--- config.mk ---
export PLATFORM = sky130hd
export DESIGN_NAME = v810_mem_ctrl_flat
export DESIGN_NICKNAME = d
export VERILOG_FILES = /design/src/rtl/v810_bus_pkg.sv /design/src/rtl/v810_mem_ctrl_if.sv /design/src/rtl/v810_lane_steer.sv /design/src/rtl/v810_mem_ctrl.sv /design/src/flat_wrapper.sv
export SDC_FILE = /design/constraint.sdc
export NUM_CORES = 1
export LEC_CHECK = 0
export ABC_AREA = 1
export CAP_MARGIN = 20
export CORE_AREA = 5 5 225 227
export CTS_BUF_LIST = sky130_fd_sc_hd__clkbuf_2 sky130_fd_sc_hd__clkbuf_4 sky130_fd_sc_hd__clkbuf_8
export CTS_CLUSTER_DIAMETER = 80
export DETAILED_ROUTE_END_ITERATION = 6
export DIE_AREA = 0 0 230 232
export MAX_ROUTING_LAYER = met4
export PLACE_DENSITY = 0.46
export SYNTH_ARGS = -nofsm -noshare
export SYNTH_HDL_FRONTEND = slang
export SYNTH_SLANG_ARGS = --single-unit
export TNS_END_PERCENT = 20
--- constraint.sdc ---
create_clock -name CLK -period 7.1 [get_ports CLK]
set_clock_uncertainty 0.15 [all_clocks]
set_input_delay 1.775 -clock CLK [delete_from_list [all_inputs] [get_ports CLK]]
set_output_delay 1.775 -clock CLK [all_outputs]
set_load 0.03 [all_outputs]
--- src/rtl/v810_bus_pkg.sv ---
// Shared types and beat-planning helpers for the V810 bus-side memory controller.
package v810_bus_pkg;

  typedef enum logic [1:0] {
    DW8  = 2'd0,
    DW16 = 2'd1,
    DW32 = 2'd2
  } dw_t;

  typedef enum logic [1:0] {
    IDLE,
    BEAT,
    ACK
  } state_t;

  // Pending-beat mask: bit k set means a beat starts at CPU byte lane k.
  function automatic logic [3:0] beat_plan(input dw_t dw, input logic [3:0] ben);
    logic [3:0] m;
    m = '0;
    case (dw)
      DW8:     m = ~ben;
      DW16:    m = {1'b0, ~&ben[3:2], 1'b0, ~&ben[1:0]};
      default: m = {3'b000, ~&ben};
    endcase
    return m;
  endfunction

  function automatic int unsigned beat_count(input dw_t dw, input logic [3:0] ben);
    return $countones(beat_plan(dw, ben));
  endfunction

  // Byte offset of the lowest pending beat.
  function automatic logic [1:0] first_lane(input logic [3:0] m);
    logic [1:0] o;
    if (m[0])      o = 2'd0;
    else if (m[1]) o = 2'd1;
    else if (m[2]) o = 2'd2;
    else           o = 2'd3;
    return o;
  endfunction

  function automatic logic [31:0] lane_mask(input logic [3:0] ben);
    return {{8{~ben[3]}}, {8{~ben[2]}}, {8{~ben[1]}}, {8{~ben[0]}}};
  endfunction

endpackage

--- src/rtl/v810_mem_ctrl_if.sv ---
// V810 CPU-side bus pins as seen by the memory controller.
interface v810_mem_ctrl_if;
  logic [31:0] A;
  logic [31:0] D_O;
  logic [3:0]  BEn;
  logic        MRQn;
  logic        RW;
  logic        BCYSTn;
  logic [31:0] D_I;
  logic        READYn;
  logic        SZRQn;

  modport master (
    output A, D_O, BEn, MRQn, RW, BCYSTn,
    input  D_I, READYn, SZRQn
  );

  modport slave (
    input  A, D_O, BEn, MRQn, RW, BCYSTn,
    output D_I, READYn, SZRQn
  );
endinterface

--- src/rtl/v810_lane_steer.sv ---
// Per-beat lane steering: CPU write lanes to region low lanes, region read data to CPU lanes.
module v810_lane_steer
  import v810_bus_pkg::*;
(
  input  dw_t         dw,
  input  logic [1:0]  off,
  input  logic [3:0]  ben,
  input  logic [31:0] wdata,
  input  logic [31:0] rdata,
  input  logic [31:0] asm_in,
  output logic [3:0]  mem_nbe,
  output logic [31:0] mem_do,
  output logic [31:0] asm_out
);

  logic [4:0] sh8;
  logic [4:0] sh16;

  assign sh8  = {off, 3'b000};
  assign sh16 = {off[1], 4'b0000};

  always_comb begin
    mem_nbe = 4'hF;
    mem_do  = '0;
    asm_out = asm_in;
    case (dw)
      DW8: begin
        mem_nbe          = {3'b111, ben[off]};
        mem_do[7:0]      = wdata[sh8 +: 8];
        asm_out[sh8 +: 8] = rdata[7:0];
      end
      DW16: begin
        mem_nbe            = {2'b11, ben[{off[1], 1'b0} +: 2]};
        mem_do[15:0]       = wdata[sh16 +: 16];
        asm_out[sh16 +: 16] = rdata[15:0];
      end
      default: begin
        mem_nbe = ben;
        mem_do  = wdata;
        asm_out = rdata;
      end
    endcase
  end

endmodule

--- src/rtl/v810_mem_ctrl.sv ---
// V810 bus-side memory controller: region decode, narrow-beat resizing, wait states, READYn.
module v810_mem_ctrl
  import v810_bus_pkg::*;
#(
  parameter int NREG = 4,
  parameter int WSW  = 4
) (
  input  logic                      CLK,
  input  logic                      RESn,
  input  logic                      CE,
  v810_mem_ctrl_if.slave            bus,
  input  logic [NREG-1:0][31:0]     REG_BASE,
  input  logic [NREG-1:0][31:0]     REG_MASK,
  input  logic [NREG-1:0][WSW-1:0]  REG_WS,
  input  dw_t  [NREG-1:0]           REG_DW,
  output logic [NREG-1:0]           MEM_nCE,
  output logic                      MEM_nWE,
  output logic [31:0]               MEM_A,
  output logic [3:0]                MEM_nBE,
  output logic [31:0]               MEM_DO,
  input  logic [NREG-1:0][31:0]     MEM_DI,
  output logic                      ERR
);

  localparam int RIW = (NREG > 1) ? $clog2(NREG) : 1;

  state_t          state_q, state_d;
  logic [31:2]     a_q;
  logic            rw_q;
  logic [3:0]      ben_q;
  logic [31:0]     do_q;
  logic [RIW-1:0]  ridx_q;
  logic [WSW-1:0]  ws_q, wcnt_q;
  dw_t             dw_q;
  logic [3:0]      pend_q;
  logic [31:0]     asm_q;
  logic            err_q;

  logic            hit;
  logic [RIW-1:0]  hit_idx;
  logic [3:0]      plan;
  logic            start;
  logic [1:0]      off;
  logic [3:0]      cur_bit;
  logic            last;
  logic [3:0]      st_nbe;
  logic [31:0]     st_do;
  logic [31:0]     asm_nxt;

  // Lowest-index matching region wins on overlap.
  always_comb begin
    hit     = 1'b0;
    hit_idx = '0;
    for (int unsigned i = 0; i < NREG; i++) begin
      if (!hit && ((bus.A & REG_MASK[i]) == REG_BASE[i])) begin
        hit     = 1'b1;
        hit_idx = RIW'(i);
      end
    end
  end

  assign plan    = beat_plan(REG_DW[hit_idx], bus.BEn);
  assign start   = CE && (state_q == IDLE) && !bus.BCYSTn && !bus.MRQn;
  assign off     = first_lane(pend_q);
  assign cur_bit = 4'b0001 << off;
  assign last    = (pend_q & ~cur_bit) == '0;

  v810_lane_steer u_steer (
    .dw      (dw_q),
    .off     (off),
    .ben     (ben_q),
    .wdata   (do_q),
    .rdata   (MEM_DI[ridx_q]),
    .asm_in  (asm_q),
    .mem_nbe (st_nbe),
    .mem_do  (st_do),
    .asm_out (asm_nxt)
  );

  always_ff @(posedge CLK) begin
    if (!RESn) state_q <= IDLE;
    else       state_q <= state_d;
  end

  always_comb begin
    state_d = state_q;
    case (state_q)
      IDLE: if (start) state_d = (hit && plan != '0) ? BEAT : ACK;
      BEAT: if (CE && wcnt_q == '0 && last) state_d = ACK;
      ACK:  if (CE) state_d = IDLE;
      default: state_d = IDLE;
    endcase
  end

  always_ff @(posedge CLK) begin
    if (!RESn) begin
      a_q    <= '0;
      rw_q   <= 1'b1;
      ben_q  <= '1;
      do_q   <= '0;
      ridx_q <= '0;
      ws_q   <= '0;
      wcnt_q <= '0;
      dw_q   <= DW32;
      pend_q <= '0;
      asm_q  <= '0;
      err_q  <= 1'b0;
    end else if (CE) begin
      case (state_q)
        IDLE: if (start) begin
          a_q    <= bus.A[31:2];
          rw_q   <= bus.RW;
          ben_q  <= bus.BEn;
          do_q   <= bus.D_O;
          ridx_q <= hit_idx;
          ws_q   <= REG_WS[hit_idx];
          wcnt_q <= REG_WS[hit_idx];
          dw_q   <= REG_DW[hit_idx];
          pend_q <= hit ? plan : '0;
          asm_q  <= '0;
          if (!hit) err_q <= 1'b1;
        end
        BEAT: begin
          if (wcnt_q != '0) begin
            wcnt_q <= wcnt_q - 1'b1;
          end else begin
            asm_q  <= asm_nxt;
            pend_q <= pend_q & ~cur_bit;
            wcnt_q <= ws_q;
          end
        end
        default: ;
      endcase
    end
  end

  always_comb begin
    MEM_nCE    = '1;
    MEM_nWE    = 1'b1;
    MEM_A      = '0;
    MEM_nBE    = 4'hF;
    MEM_DO     = '0;
    bus.D_I    = '0;
    bus.READYn = 1'b1;
    bus.SZRQn  = 1'b1;
    if (state_q == BEAT) begin
      MEM_nCE = ~(NREG'(1) << ridx_q);
      MEM_nWE = rw_q;
      MEM_A   = {a_q, off};
      MEM_nBE = st_nbe;
      MEM_DO  = st_do;
    end
    if (state_q == ACK) begin
      bus.READYn = 1'b0;
      bus.D_I    = asm_q & lane_mask(ben_q);
    end
  end

  assign ERR = err_q;

endmodule

--- src/flat_wrapper.sv ---
// flat-port wrapper written by rule: the top's interface ports become plain ports
module v810_mem_ctrl_flat import v810_bus_pkg::*;
#(
  parameter int NREG = 4,
  parameter int WSW  = 4
)
  (CLK, RESn, CE, REG_BASE, REG_MASK, REG_WS, REG_DW, MEM_nCE, MEM_nWE, MEM_A, MEM_nBE, MEM_DO, MEM_DI, ERR, bus_A, bus_D_O, bus_BEn, bus_MRQn, bus_RW, bus_BCYSTn, bus_D_I, bus_READYn, bus_SZRQn);
  v810_mem_ctrl_if bus_i ();
  input  logic CLK;
  input  logic RESn;
  input  logic CE;
  input  logic [NREG-1:0][31:0] REG_BASE;
  input  logic [NREG-1:0][31:0] REG_MASK;
  input  logic [NREG-1:0][WSW-1:0] REG_WS;
  input  dw_t  [NREG-1:0] REG_DW;
  output logic [NREG-1:0] MEM_nCE;
  output logic MEM_nWE;
  output logic [31:0] MEM_A;
  output logic [3:0] MEM_nBE;
  output logic [31:0] MEM_DO;
  input  logic [NREG-1:0][31:0] MEM_DI;
  output logic ERR;
  input wire logic [$bits(bus_i.A)-1:0] bus_A;
  input wire logic [$bits(bus_i.D_O)-1:0] bus_D_O;
  input wire logic [$bits(bus_i.BEn)-1:0] bus_BEn;
  input wire logic [$bits(bus_i.MRQn)-1:0] bus_MRQn;
  input wire logic [$bits(bus_i.RW)-1:0] bus_RW;
  input wire logic [$bits(bus_i.BCYSTn)-1:0] bus_BCYSTn;
  output wire logic [$bits(bus_i.D_I)-1:0] bus_D_I;
  output wire logic [$bits(bus_i.READYn)-1:0] bus_READYn;
  output wire logic [$bits(bus_i.SZRQn)-1:0] bus_SZRQn;
  assign bus_i.A = bus_A;
  assign bus_i.D_O = bus_D_O;
  assign bus_i.BEn = bus_BEn;
  assign bus_i.MRQn = bus_MRQn;
  assign bus_i.RW = bus_RW;
  assign bus_i.BCYSTn = bus_BCYSTn;
  assign bus_D_I = bus_i.D_I;
  assign bus_READYn = bus_i.READYn;
  assign bus_SZRQn = bus_i.SZRQn;
  v810_mem_ctrl #(.NREG(NREG), .WSW(WSW)) u_core (.CLK(CLK), .RESn(RESn), .CE(CE), .bus(bus_i), .REG_BASE(REG_BASE), .REG_MASK(REG_MASK), .REG_WS(REG_WS), .REG_DW(REG_DW), .MEM_nCE(MEM_nCE), .MEM_nWE(MEM_nWE), .MEM_A(MEM_A), .MEM_nBE(MEM_nBE), .MEM_DO(MEM_DO), .MEM_DI(MEM_DI), .ERR(ERR));
endmodule
### Cell area per tile, run 1

The die is cut into 23 by 23 equal tiles; dark blue is low, red is high, 0 to 100% covered.
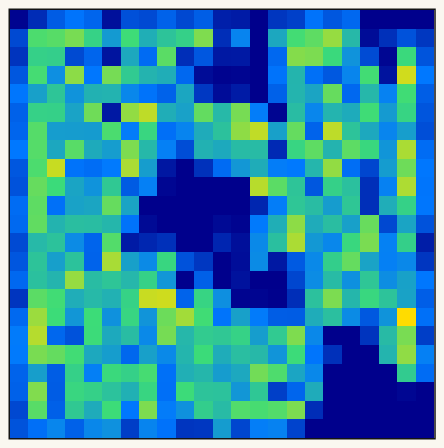
emptiest ninth of the die: middle
mean over tiles: 30%
nearly empty tiles: 13%
fullest tile: 75%
core footprint: 0.0484 mm^2
starting density of the core: 0.208

### Clock distribution, run 1

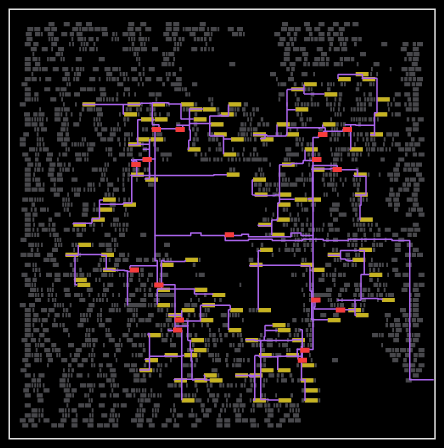
legend:
  flip-flops:
    colour: yellow
    count: 118
  clock wires:
    colour: purple
    length: 2250 um
  clock-net drivers:
    colour: red
    count: 17
routed clock nets: 18

==> out/results.txt, run 1 <==
status - finished, final reports clean
Mapped Avg Cell Area - 5.79 um^2
Area Growth Syn to Fin - 68.3%
clock-pin slew of the registers on the worst-case setup and hold paths - 0.08 ns
critical path fanouts, max - 9
Yosys warning total - 0
Worst Hold Slack - 0.308 ns
total CTS buffers - 17
r2r setup slk - 3.43 ns
insertion delay at the late pin of the worst-skew pair - 0.46 ns
Top cell excl fill/tap - clkdlybuf4s50_1
final layout net count - 2765
Num Clock Sinks - 118
Final Total Pwr - 1.99 mW
M1 WL - 22300 um
dpl hpwl - 49400 um
number of logged tool warnings - 31
height of the die - 232 um
share of the synthesized netlist area taken by xor and xnor gates - 0.0418
leading cell types by total area after synthesis - dfxtp_1 (23%), nand2_1 (19%), o21ai_0 (7.2%)
final count of pins violating max slew - 0
critical path class - reg -> out
cell area power density - 117 mW/mm^2
Post-synth top flop - dfxtp_1
cell total in the yosys stat output - 1739
### Track usage over the die, run 1

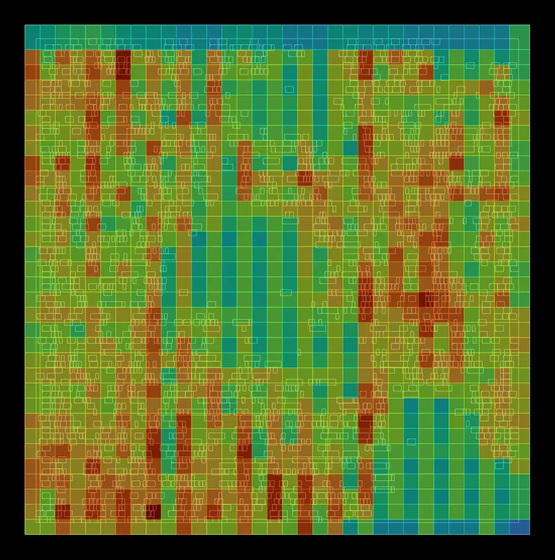
Routed WL per cell: 20.2 um
busiest layer in global routing: met2
met2 Use GR: 0.402
met3 routing resource usage after global routing: 0.0786

### Metal layers overlaid, run 1

Bar = 50 um.
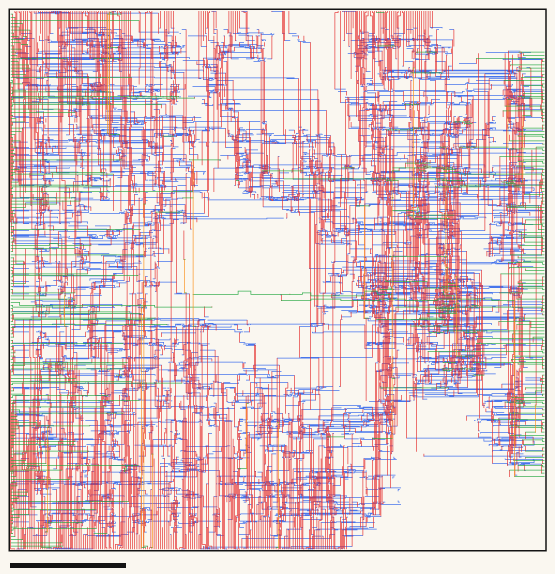
legend:
  M4:
    colour: orange
    wire_length: 1090 um
  M2:
    colour: red
    wire_length: 30.8 mm
  M3:
    colour: green
    wire_length: 5070 um
  M1:
    colour: blue
    wire_length: 22.3 mm
count of vias placed by the detailed router: 13500
final wirelength: 59300 um
global-route total usage across every layer: 0.218

run 1: stage by stage:
step / setup slack (ns) / cell area, um^2
floorplan: 3.02 / 10100
finish: 1.55 / 16900
detailed placement: 2.04 / 16500
global route: 1.26 / 16900
global placement: 2.09 / 16500
CTS: 1.51 / 16900
run 1: routing by layer:
layer  global-route usage  up-vias
met4               0.0445        0
met5                    -        -
met2                0.402      517
met1                0.225     6096
met3               0.0786       50
li1                     -     6864
run 1: cells in the mapped netlist (5+ instances only):
| master | instances |
|---|---|
| and2_1 | 7 |
| a31oi_1 | 17 |
| o32ai_1 | 8 |
| xor2_1 | 31 |
| clkbuf_1 | 62 |
| nor3_1 | 12 |
| buf_1 | 8 |
| a21oi_1 | 141 |
| nand4_1 | 25 |
| o21bai_1 | 8 |
| o21ai_0 | 145 |
| o22ai_1 | 39 |
| nand2_2 | 5 |
| inv_1 | 155 |
| or2_1 | 7 |
| ha_1 | 7 |
| inv_2 | 5 |
| nand3b_1 | 25 |
| or2_0 | 7 |
| nor2_1 | 193 |
| dfxtp_1 | 118 |
| xnor2_1 | 17 |
| a22oi_1 | 35 |
| o21ai_1 | 5 |
| nand3_1 | 108 |
| buf_2 | 6 |
| nand2_1 | 499 |
run 1: worst max path at each step:
stage,startpoint,to,slack [ns],cells past startpoint
after floorplan,u_core.pend_q[1],MEM_DO[5],3.02,6
after global placement,bus_A[12],u_core.pend_q[2],2.09,18
after detailed placement,u_core.pend_q[1],MEM_DO[6],2.04,7
after CTS,u_core.pend_q[1],MEM_DO[6],1.51,7
after global routing,u_core.pend_q[1],MEM_DO[6],1.26,7
final,u_core.pend_q[1],MEM_DO[6],1.55,7
run 1: sequential cells by signal (all words and copies together) (netlist names):
register        cells
u_core.dw_q         2
u_core.ERR          1
u_core.rw_q         1
u_core.ridx_q       2
u_core.wcnt_q       4
u_core.state_q      2
u_core.asm_q       32
u_core.a_q         30
u_core.ben_q        4
u_core.ws_q         4
u_core.pend_q       4
u_core.do_q        32
run 1: worst max-delay path, cell delays in order (launching register included):
cell             delay [ns]
dfxtp_1                0.43
inv_1                  0.08
a21oi_1                0.50
inv_1                  0.33
o21ai_1                0.72
nor2_1                 0.09
a211oi_1               0.22
clkdlybuf4s50_1        0.78
run 1: kinds of logic after synthesis:
kind of cell | count (synthesis)
simple gates | 906
other cells | 1
compound gates | 411
buf+inv | 248
flops | 118
xor+xnor | 48
fa+ha+maj | 7
run 1: report_power, final:
part           switching (mW)  internal, mW  total, mW  leakage, nW
clock                   0.303         0.363      0.666        0.208
combinational           0.279         0.343      0.622         5.31
sequential             0.0135         0.686      0.700        0.960
total                   0.596          1.39       1.99         6.48
run 1: final cells by class:
| type | instances | area (um^2) |
|---|---|---|
| clock inverter | 10 | 130 |
| inverter | 164 | 622 |
| tap | 622 | 778 |
| sequential | 118 | 2360 |
| fill | 5371 | 31500 |
| multi-input combinational | 1373 | 6730 |
| antenna | 26 | 65.1 |
| clock buffer | 22 | 272 |
| timing repair buffer | 602 | 5990 |
==> run 1 -> run 2 <==
--- a/config.mk
+++ b/config.mk
@@ -7,13 +7,13 @@
 export LEC_CHECK = 0
 export ABC_AREA = 1
 export CAP_MARGIN = 20
-export CORE_AREA = 5 5 225 227
+export CORE_AREA = 5 5 226 228
 export CTS_BUF_LIST = sky130_fd_sc_hd__clkbuf_2 sky130_fd_sc_hd__clkbuf_4 sky130_fd_sc_hd__clkbuf_8
 export CTS_CLUSTER_DIAMETER = 80
 export DETAILED_ROUTE_END_ITERATION = 6
-export DIE_AREA = 0 0 230 232
+export DIE_AREA = 0 0 231 233
 export MAX_ROUTING_LAYER = met4
-export PLACE_DENSITY = 0.46
+export PLACE_DENSITY = 0.45
 export SYNTH_ARGS = -nofsm -noshare
 export SYNTH_HDL_FRONTEND = slang
 export SYNTH_SLANG_ARGS = --single-unit
==> constraint.sdc (replaced) <==
create_clock -name CLK -period 5.5 [get_ports CLK]
set_clock_uncertainty 0.15 [all_clocks]
set_input_delay 1.375 -clock CLK [delete_from_list [all_inputs] [get_ports CLK]]
set_output_delay 1.375 -clock CLK [all_outputs]
set_load 0.03 [all_outputs]
==> out/results.txt, run 2 <==
status - finished, final reports clean
relative contribution of combinational cells to total power - 0.300
Worst Hold Slack - 0.307 ns
critical path class - reg -> out
insertion delay at the late pin of the worst-skew pair - 0.49 ns
Area Growth Syn to Fin - 69.8%
dpl cell area - 0.0165 mm^2
part of the total power dissipated in the clock network - 0.366
Mapped Avg Cell Area - 5.79 um^2
global-route track usage on met1 - 0.234
Top cell excl fill/tap - clkdlybuf4s50_1
height of the die - 233 um
port bufs - 588
power share of the sequential group - 0.334
global-route total usage across every layer - 0.228
final count of pins violating max slew - 0
Num Clock Sinks - 118
cell total in the yosys stat output - 1739
final standard cell area without fillers - 0.0171 mm^2
clock-pin slew of the registers on the worst-case setup and hold paths - 0.08 ns
critical path fanouts, max - 22
# DRC - 0
cell area power density - 158 mW/mm^2
final layout net count - 2770
worst hold path cell count - 2
share of the yosys chip area belonging to registers - 0.235
Cell Type Count - 51
pin count of the biggest net entering global routing - 86
leading registers by flop count - u_core.asm_q (32), u_core.do_q (32), u_core.a_q (30)
leading cell types by total area after synthesis - dfxtp_1 (23%), nand2_1 (19%), o21ai_0 (7.2%)
Post-synth top flop - dfxtp_1
final wirelength - 62400 um
met3 routing resource usage after global routing - 0.0835
total CTS buffers - 17
clock tree buffer depth - 2
top-count cell post-synth - nand2_1
dpl hpwl - 51600 um
most frequent cells after synthesis - nand2_1 (499), nor2_1 (193), inv_1 (155)
Switching Power - 0.789 mW
## run 2: netlist changes by cell type in the layout (fill, tap and decap cells not counted), sizes merged
cell           change
buf                +6
bufinv             +2
clkbuf             +1
clkdlybuf4s50      -1
clkinv             -2
clkinvlp           -1
diode             +11
## run 2: worst max path at each step
stage | startpoint | end | depth (start not counted)
6_report | u_core.dw_q[1] | MEM_nBE[1] | 7
2_1_floorplan | u_core.pend_q[1] | MEM_DO[5] | 6
3_3_place_gp | CE | u_core.asm_q[24] | 14
4_1_cts | u_core.pend_q[1] | MEM_DO[5] | 8
3_5_place_dp | CE | u_core.asm_q[21] | 14
5_1_grt | u_core.pend_q[1] | MEM_DO[5] | 8
## run 2: power groups by stage
stage / Combinational [mW] / Clock, mW / Sequential [mW]
6_report: 0.810 / 0.987 / 0.902
5_1_grt: 0.889 / 1.06 / 0.906
3_3_place_gp: 0.810 / 0 / 0.922
4_1_cts: 0.820 / 1.02 / 0.902
2_1_floorplan: 0.311 / 0 / 0.916
3_5_place_dp: 0.818 / 0 / 0.922
## run 2: metrics by stage
stage / std cells / total power [mW] / setup slack, ns / util
floorplan: 1739 / 1.23 / 1.82 / -
global placement: 2884 / 1.73 / 1.02 / 0.340
detailed placement: 2884 / 1.74 / 1.02 / 0.340
CTS: 2916 / 2.74 / 0.636 / 0.349
global route: 2950 / 2.86 / 0.503 / 0.351
finish: 2953 / 2.70 / 0.713 / 0.351
## run 2: cell type report
class / instances / area, um^2
Sequential cell: 118 / 2360
Clock inverter: 9 / 173
Fill cell: 5395 / 31600
Timing Repair Buffer: 607 / 6050
Clock buffer: 23 / 292
Inverter: 164 / 622
Multi-Input combinational cell: 1373 / 6730
Antenna cell: 37 / 92.6
Tap cell: 622 / 778
## run 2: kinds of logic (layout without fill, tap and decap cells)
family                     count (synthesis)  in the layout  synth area share
DFF                                      118            118             0.235
and+or+nand+nor                          906            906             0.386
adders and majority gates                  7              7           0.00870
xor gates and xnor gates                  48             48            0.0418
buffers and inverters                    248            803            0.0982
other                                      1             38          0.000373
AOI/OAI and AO/OA                        411            411             0.230
## run 2: per-layer routing
metal / wire length (um) / up-vias
met5: 0 / -
met4: 1120 / 0
met3: 5710 / 47
met2: 32500 / 533
met1: 23100 / 6283
li1: - / 6887
## run 2: critical path, stage by stage, from the launching register on
cell and delay (ns):
dfxtp_1 0.32, inv_1 0.45, nor2_1 0.11, buf_4 0.18, inv_1 0.56, nor2_1 0.08, a21oi_1 0.32, clkdlybuf4s50_1 0.75
### Cell area per tile, run 2

The die is cut into 23 by 23 equal tiles; dark blue is low, red is high, 0 to 100% covered.
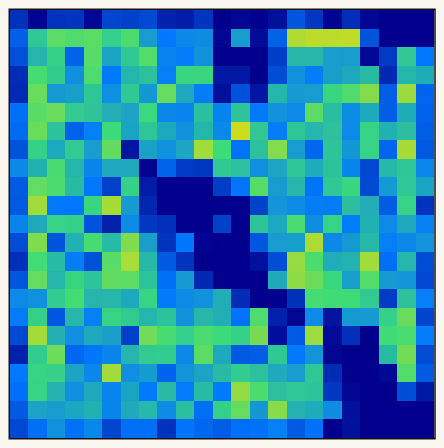
core footprint: 0.0486 mm^2
starting density of the core: 0.207
Finished Core Util: 0.351

### Track usage over the die, run 2

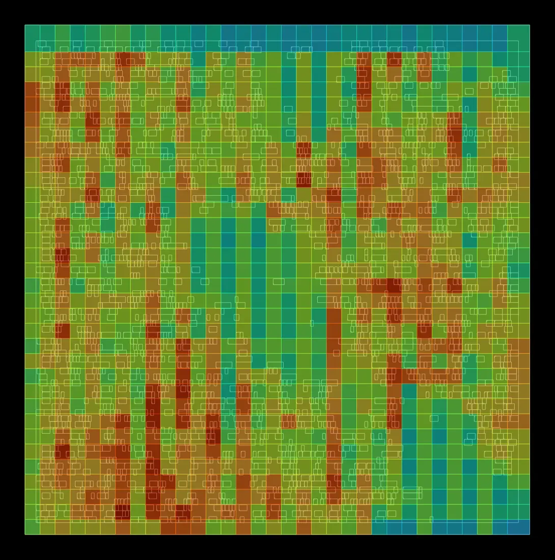
met2 Use GR: 0.410
Routed WL per cell: 21.1 um

Power and IR drop assume default switching activity.
